===== config.mk =====
export PLATFORM = sky130hd
export DESIGN_NAME = pipe_slice
export DESIGN_NICKNAME = d
export VERILOG_FILES = /design/src/rtl/pipe_slice_pkg.sv /design/src/rtl/pipe_slice_skid.sv /design/src/rtl/pipe_slice.sv
export SDC_FILE = /design/constraint.sdc
export NUM_CORES = 1
export LEC_CHECK = 0
export CAP_MARGIN = 20
export CORE_ASPECT_RATIO = 1.4
export CORE_UTILIZATION = 45
export DETAILED_ROUTE_END_ITERATION = 16
export GPL_ROUTABILITY_DRIVEN = 0
export GPL_TIMING_DRIVEN = 0
export PLACE_DENSITY = 0.7
export SLEW_MARGIN = 25
export SYNTH_ARGS = -nofsm -noshare
export SYNTH_HDL_FRONTEND = slang
export SYNTH_SLANG_ARGS = --single-unit

===== constraint.sdc =====
create_clock -name clk -period 4.35 [get_ports clk]
set_input_delay 0.435 -clock clk [delete_from_list [all_inputs] [get_ports clk]]
set_output_delay 0.435 -clock clk [all_outputs]
set_load 0.03 [all_outputs]

===== src/rtl/pipe_slice_pkg.sv =====
// -----------------------------------------------------------------------------
// pipe_slice_pkg
// Shared constants and helpers for the pipe_slice skid-buffer pipeline.
//   DEPTH_MAX   : largest supported number of skid stages
//   WIDTH_MAX   : largest supported payload width
//   clog2()     : ceiling log2, usable in constant expressions
//   level_width : width of the fill-level counter for a given DEPTH (min 1)
// -----------------------------------------------------------------------------
package pipe_slice_pkg;

    localparam int DEPTH_MAX = 8;
    localparam int WIDTH_MAX = 64;

    function automatic int clog2(input int value);
        int r;
        r = 0;
        for (int i = 0; i < 31; i++) begin
            if ((1 << i) < value) r = i + 1;
        end
        return r;
    endfunction

    // Level counts 0..2*DEPTH, so it needs clog2(2*DEPTH+1) bits, never zero.
    function automatic int level_width(input int depth);
        int w;
        w = clog2(2 * depth + 1);
        return (w < 1) ? 1 : w;
    endfunction

endpackage


===== src/rtl/pipe_slice_skid.sv =====
// -----------------------------------------------------------------------------
// skid_stage
// One two-entry pipeline stage: a main register feeding the output and a skid
// register that catches the word arriving in the cycle the registered ready
// could not yet fall. Both ready and output are driven straight from flops.
//   clk, rst_n : clock, synchronous active-low reset
//   i_data     : upstream payload         i_valid : upstream valid
//   o_ready    : stage can accept         (registered, = not skid-full)
//   o_data     : downstream payload       o_valid : downstream valid
//   i_ready    : downstream accepts o_data this cycle
// -----------------------------------------------------------------------------
module skid_stage
    import pipe_slice_pkg::*;
#(
    parameter int WIDTH = 8
) (
    input  logic             clk,
    input  logic             rst_n,
    input  logic [WIDTH-1:0] i_data,
    input  logic             i_valid,
    output logic             o_ready,
    output logic [WIDTH-1:0] o_data,
    output logic             o_valid,
    input  logic             i_ready
);

    logic [WIDTH-1:0] r_main_data;
    logic             r_main_valid;
    logic [WIDTH-1:0] r_skid_data;
    logic             r_skid_valid;
    logic             r_ready;

    logic w_in_fire;
    logic w_out_fire;

    assign w_in_fire  = i_valid & r_ready;
    assign w_out_fire = r_main_valid & i_ready;

    // NOTE: sequential state uses non-blocking assignments so every flop
    // samples the pre-edge values, independent of statement order.
    always_ff @(posedge clk) begin
        if (!rst_n) begin
            // NOTE: payload registers are cleared too; only the valid flags
            // matter functionally, but this keeps y at 0 after reset.
            r_main_data  <= '0;
            r_main_valid <= 1'b0;
            r_skid_data  <= '0;
            r_skid_valid <= 1'b0;
            r_ready      <= 1'b1;
        end else if (!r_main_valid || w_out_fire) begin
            // Main is free this cycle. A held skid word always goes first;
            // while skid is full r_ready is low, so no new word can arrive.
            if (r_skid_valid) begin
                r_main_data  <= r_skid_data;
                r_main_valid <= 1'b1;
                r_skid_valid <= 1'b0;
                r_ready      <= 1'b1;
            end else if (w_in_fire) begin
                r_main_data  <= i_data;
                r_main_valid <= 1'b1;
            end else begin
                r_main_valid <= 1'b0;
            end
        end else if (w_in_fire) begin
            // Main stalled: the word accepted on the still-high ready is
            // parked in skid and ready drops for the next cycle.
            r_skid_data  <= i_data;
            r_skid_valid <= 1'b1;
            r_ready      <= 1'b0;
        end
    end

    assign o_ready = r_ready;
    assign o_data  = r_main_data;
    assign o_valid = r_main_valid;

endmodule


===== src/rtl/pipe_slice.sv =====
// -----------------------------------------------------------------------------
// pipe_slice
// Valid/ready pipeline slice of DEPTH chained skid stages (2 words each).
// DEPTH=0 collapses to wires. Latency DEPTH cycles, one word per cycle.
//   clk, rst_n      : clock, synchronous active-low reset
//   a, a_valid      : upstream payload / valid
//   a_ready         : block can accept a this cycle
//   y, y_valid      : downstream payload / valid
//   y_ready         : downstream accepts y this cycle
//   level           : number of words currently held (0..2*DEPTH)
// -----------------------------------------------------------------------------
module pipe_slice
    import pipe_slice_pkg::*;
#(
    parameter  int WIDTH = 8,
    parameter  int DEPTH = 2,
    localparam int LW    = level_width(DEPTH)
) (
    input  logic             clk,
    input  logic             rst_n,
    input  logic [WIDTH-1:0] a,
    input  logic             a_valid,
    output logic             a_ready,
    output logic [WIDTH-1:0] y,
    output logic             y_valid,
    input  logic             y_ready,
    output logic [LW-1:0]    level
);

    if (WIDTH < 1 || WIDTH > WIDTH_MAX || DEPTH < 0 || DEPTH > DEPTH_MAX) begin : g_bad_param
        $error("pipe_slice: WIDTH or DEPTH out of range");
    end

    if (DEPTH == 0) begin : g_pass
        assign y       = a;
        assign y_valid = a_valid;
        assign a_ready = y_ready;
        assign level   = '0;
    end else begin : g_pipe
        // Index g is the link feeding stage g; index DEPTH is the output.
        logic [WIDTH-1:0] w_data [0:DEPTH];
        logic [DEPTH:0]   w_valid;
        logic [DEPTH:0]   w_ready;
        logic             w_accept;
        logic             w_drain;
        logic [LW-1:0]    r_level;

        assign w_data[0]      = a;
        assign w_valid[0]     = a_valid;
        assign w_ready[DEPTH] = y_ready;

        for (genvar g = 0; g < DEPTH; g++) begin : g_stage
            skid_stage #(
                .WIDTH (WIDTH)
            ) u_stage (
                .clk     (clk),
                .rst_n   (rst_n),
                .i_data  (w_data[g]),
                .i_valid (w_valid[g]),
                .o_ready (w_ready[g]),
                .o_data  (w_data[g+1]),
                .o_valid (w_valid[g+1]),
                .i_ready (w_ready[g+1])
            );
        end

        assign y       = w_data[DEPTH];
        assign y_valid = w_valid[DEPTH];
        // Ready reads high while reset is held; the stages ignore the
        // handshake in that cycle because their reset branch wins.
        assign a_ready = w_ready[0] | ~rst_n;

        assign w_accept = a_valid & w_ready[0];
        assign w_drain  = w_valid[DEPTH] & y_ready;

        always_ff @(posedge clk) begin
            if (!rst_n) begin
                r_level <= '0;
            end else if (w_accept && !w_drain) begin
                r_level <= r_level + LW'(1);
            end else if (w_drain && !w_accept) begin
                r_level <= r_level - LW'(1);
            end
        end

        assign level = r_level;
    end

endmodule

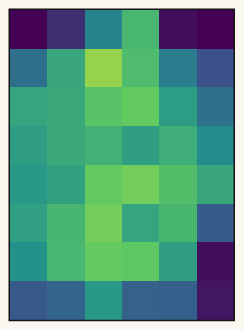
Figure 1: run 1, cell density map.
Scale: 4 px per um. 6 x 8 tiles, from dark purple (low) to yellow (high), 0 to 100% covered.
tiles over 75% full = 13%
nearly empty tiles = 4.2%
emptiest ninth of the die = top right
fullest tile = 84%
core area: 3920 um^2
FP Util: 46.7%
Util after Layout: 56.8%

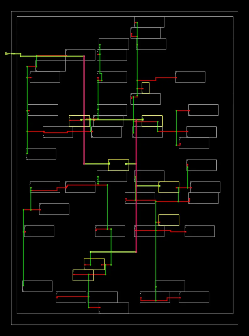
Figure 2: run 1, clock nets.
clock buffer count: 7
Latency at later pin: 0.29 ns
CTS Sinks: 41

==> metrics.csv, run 1 <==
stage,metric,value,unit
clocking,clk buf depth,2,
timing,final setup violation count,0,
detailed_routing,Routed WL,3.36,mm
run_status,status,finished clean,
finish,Top cell excl fill/tap,dfxtp_1,
clocking,post-CTS setup buffers,0,
power,Peak VDD IR,0.289,mV
synthesis,Yosys cell types,29,
synthesis,Synth Register Bits,41,
clocking,cts repair resizes,0,
synthesis,yosys cell count,189,
finish,Nets,234,
synthesis,Post-Syn Area,1830,um^2
finish,fin area,2220,um^2
place,# port buffers,24,
timing,Hold WS,0.460,ns
detailed_routing,drt drc,0,
detailed_routing,post-DR wirelength/cell,12.7,um
worst_setup_path,Setup crit start,a_valid,
grt,total track usage,17.1,%
synthesis,asr flop ratio synth,0,%
timing,Max Transition Viols Final,0,
worst_setup_path,CP Launch Type,input port,
clocking,Hold Buf Count CTS,0,
run,tally of OpenROAD warnings,26,
detailed_routing,iteration tally of the first detailed-router pass,4,
floorplan,n_taps,43,
grt,vias in the first global route,1300,
finish,share of cells above drive strength 1,9.95,%
synthesis,Mapped Avg Cell Area,9.68,um^2
floorplan,DIE AREA,4330,um^2
timing,clock period minus worst slack,2.18,ns
worst_setup_path,WP depth,8,
floorplan,Die Y,77.4,um
timing,Setup TNS,0,ns
synthesis,Synthesized Nets,203,
detailed_routing,Routed Antenna Nets,0,
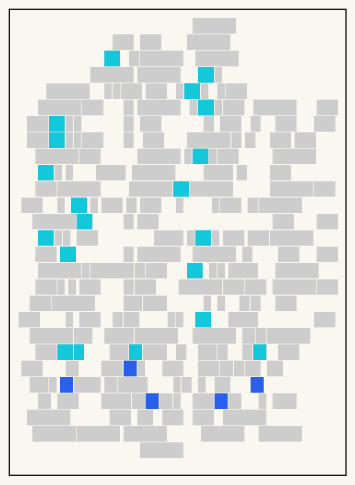
Figure 3: run 1, selected gate families.
Scale: 6 px per um.
blue -> nor cells  # cells 5
cyan -> aoi and oai cells  # cells 20

## run 1: sequential cells by signal (all words and copies together) (netlist names)
signal,cells
g_pipe.g_stage.u_stage.o_ready,2
g_pipe.g_stage.u_stage.r_skid_data,16
g_pipe.g_stage.u_stage.o_data,16
level,3
g_pipe.g_stage.u_stage.o_valid,2
g_pipe.g_stage.u_stage.r_skid_valid,2
## run 1: synthesized netlist by cell type, drive strengths merged, types with 2 or more instances
library cell	count
o21a	2
nand3	16
nand4b	2
o211a	16
buf	12
mux2i	17
nand2b	3
and4b	2
a21o	2
and2	4
clkbuf	4
nor2b	5
nand2	35
o22ai	2
a21boi	17
and3	2
dfxtp	41
## run 1: worst min path at each step
stage,startpoint,endpoint,cells after the start
6_report,g_pipe.g_stage[1].u_stage.r_skid_data[0],g_pipe.g_stage[1].u_stage.r_skid_data[0],2
5_1_grt,g_pipe.g_stage[1].u_stage.r_skid_data[0],g_pipe.g_stage[1].u_stage.r_skid_data[0],2
4_1_cts,g_pipe.g_stage[1].u_stage.r_skid_data[0],g_pipe.g_stage[1].u_stage.r_skid_data[0],2
3_5_place_dp,g_pipe.g_stage[1].u_stage.r_skid_data[0],g_pipe.g_stage[1].u_stage.r_skid_data[0],2
3_3_place_gp,g_pipe.g_stage[1].u_stage.r_skid_data[0],g_pipe.g_stage[1].u_stage.r_skid_data[0],2
2_1_floorplan,g_pipe.g_stage[0].u_stage.r_skid_data[4],g_pipe.g_stage[0].u_stage.r_skid_data[4],2
## run 1: metal layers
metal / global-route usage [%] / wire, um
met5: 0 / 0
met4: 6.59 / 59
met3: 4.00 / 101
met2: 33.5 / 1840
met1: 16.9 / 1360
## run 1: power by group
group	internal (uW)	total (uW)	switching, uW	leakage [uW]
clock	143	268	125	0.0000542
combinational	60.1	121	60.5	0.000568
sequential	393	407	13.2	0.000335
Figure 4. Where the registers sit (run 1).
Scale: 4 px per um. Other sequential cells in the stronger grey, the rest of the logic in the fainter grey.
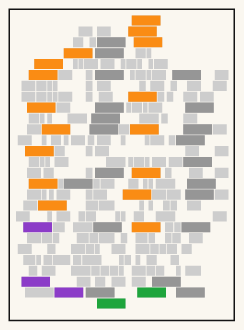

==> run 2: changes to the inputs <==
PLACE_DENSITY = 0.72   (was 0.7)
clock period = 2 ns   (was 4.35 ns; I/O delays follow)
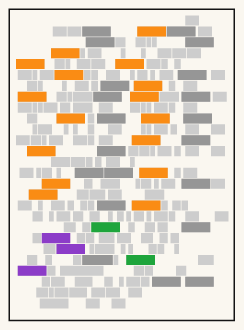
Figure 5: run 2, where the registers sit.
Scale: 4 px per um. Other sequential cells in the stronger grey, the rest of the logic in the fainter grey.
purple -> level  # placed flops 3
green -> g_pipe.g_stage.u_stage.o_valid  # placed flops 2
orange -> g_pipe.g_stage.u_stage.r_skid_data  # placed flops 16

==> run 2 against run 1 <==
Compared with the run above:
- global-route usage is 0.75 points lower
- worst setup slack got worse by 2.0 ns
- final cell count is the same
- count of clock-buffer cells in the layout is 1 lower
- sequential cell count is the same
- design area grew 1.0%
- sequential power grew 120%
- critical path type is now register to register
- largest cell class unchanged
- largest power group unchanged
==> metrics.csv, run 2 <==
stage,metric,value,unit,change
timing,clock period minus worst slack,1.82,ns,
power,Comb power frac,14.2,%,-1.0 points
place,# port buffers,24,,unchanged
grt,vias in the first global route,1286,,-1.1%
detailed_routing,iteration tally of the first detailed-router pass,4,,unchanged
run,tally of OpenROAD warnings,26,,unchanged
hold_path,hold wc startpoint,a_valid,,
worst_setup_path,slowest cell delay on critical path,0.38,ns,
floorplan,DIE AREA,4330,um^2,unchanged
power,sw frac,23.9,%,-1.0 points
detailed_routing,post-DR wirelength/cell,12.0,um,-5.9%
finish,share of cells above drive strength 1,10.4,%,+0.45 points
power,Peak VDD IR,0.644,mV,+120%
detailed_routing,Routed Antenna Nets,0,,unchanged
power,leakage power,0.000969,uW,
worst_setup_path,Setup crit start,g_pipe.g_stage[0].u_stage.o_ready,,
grt,total track usage,16.3,%,-0.75 points
finish,Nets,234,,unchanged
worst_setup_path,Buf/Inv on CP,1,,
synthesis,asr flop ratio synth,0,%,unchanged
synthesis,Synthesized Nets,203,,unchanged
clocking,Hold Buf Count CTS,0,,unchanged
hold_path,Min-Delay Endpoint,g_pipe.g_stage[0].u_stage.o_ready,,
clocking,clk buf depth,2,,unchanged
power,P_int,1390,uW,+130%
clocking,post-CTS setup buffers,0,,unchanged
worst_setup_path,CP Launch Type,register,,
floorplan,core area,3920,um^2,unchanged
synthesis,yosys cell count,189,,unchanged
power,Clk network pwr share,37.5,%,+3.8 points
worst_setup_path,register-to-register setup slack,0.18,ns,
hold_path,hold path depth,4,,+2
synthesis,Mapped Avg Cell Area,9.68,um^2,unchanged
clocking,cts repair resizes,0,,unchanged
clocking,Latency at later pin,0.29,ns,about the same
synthesis,Synth Register Bits,41,,unchanged
synthesis,Post-Syn Area,1830,um^2,unchanged
timing,final setup violation count,0,,unchanged
synthesis,Synth Instances,189,,
detailed_routing,Routed WL,3.17,mm,-5.9%
floorplan,FP Util,46.7,%,unchanged
synthesis,top-count cell post-synth,dfxtp_1,,
synthesis,Post-synth top cells,"dfxtp_1, nand2_1, mux2i_1, nand3_1, o211a_1",,
run_status,status,finished clean,,
synthesis,synth warn,0,,
floorplan,Die Y,77.4,um,unchanged
detailed_routing,drt drc,0,,unchanged
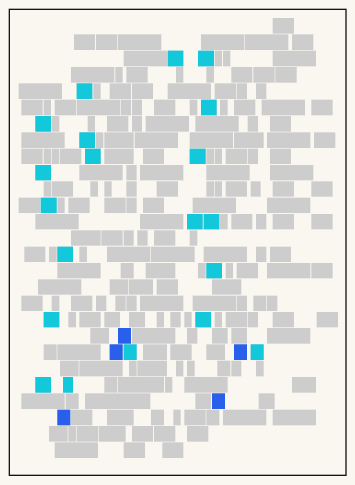
Figure 6: run 2, selected gate families.
Scale: 6 px per um.
cyan -> aoi and oai cells  # cells 20
blue -> nor cells  # cells 5
Comb/total area: 40.4%
Top cell excl fill/tap: dfxtp_1
fin cells: 264

==> run 2: worst max path at each step <==
stage / to / cells past startpoint
final: level[2] / 7
after global routing: level[2] / 7
after CTS: level[2] / 8
after detailed placement: level[2] / 8
after global placement: level[2] / 8
after floorplan: level[2] / 7
==> run 2: metrics by stage <==
step	instance area [um^2]	TNS (ns)	utilization [%]
final	2250	0	57.3
after floorplan	1830	0	-
after CTS	2240	0	57.2
after detailed placement	2120	-0.202	54.2
after global routing	2250	0	57.3
after global placement	2120	-0.170	54.2
==> run 2: cell families (layout without fill, tap and decap cells) <==
kind of cell	Yosys count	in the layout	synth area share [%]
AND-OR/OR-AND	40	40	18.3
XOR/XNOR	2	2	0.958
AND/OR/NAND/NOR	70	70	19.3
adder cells (fa/ha/maj)	2	2	1.78
buffers and inverters	17	49	5.47
multiplexers	17	17	9.30
flip-flops	41	41	44.9
==> run 2: power by group through the flow <==
stage / Sequential [uW] / Combinational [uW] / Clock (uW)
2_1_floorplan: 945 / 119 / 0
3_3_place_gp: 902 / 259 / 0
3_5_place_dp: 903 / 263 / 0
4_1_cts: 883 / 263 / 709
5_1_grt: 888 / 283 / 740
6_report: 883 / 259 / 686
==> run 2: area by class of cell <==
type	count	area share, %
Timing Repair Buffer	24	10.8
Sequential cell	41	36.6
Clock buffer	6	3.67
Tap cell	43	2.39
Inverter	1	0.167
Clock inverter	2	1.67
Multi-Input combinational cell	131	40.4
Buffer	16	4.29
==> run 2: per-layer routing <==
metal | up-vias | part of all wire (%) | global-route usage, %
li1 | 722 | - | -
met1 | 617 | 44 | 18.1
met2 | 19 | 51 | 28.8
met3 | 5 | 2.5 | 4.50
met4 | 0 | 1.9 | 7.32
met5 | - | 0 | 0
No activity file was given, so power comes from the tool's default toggle rates.
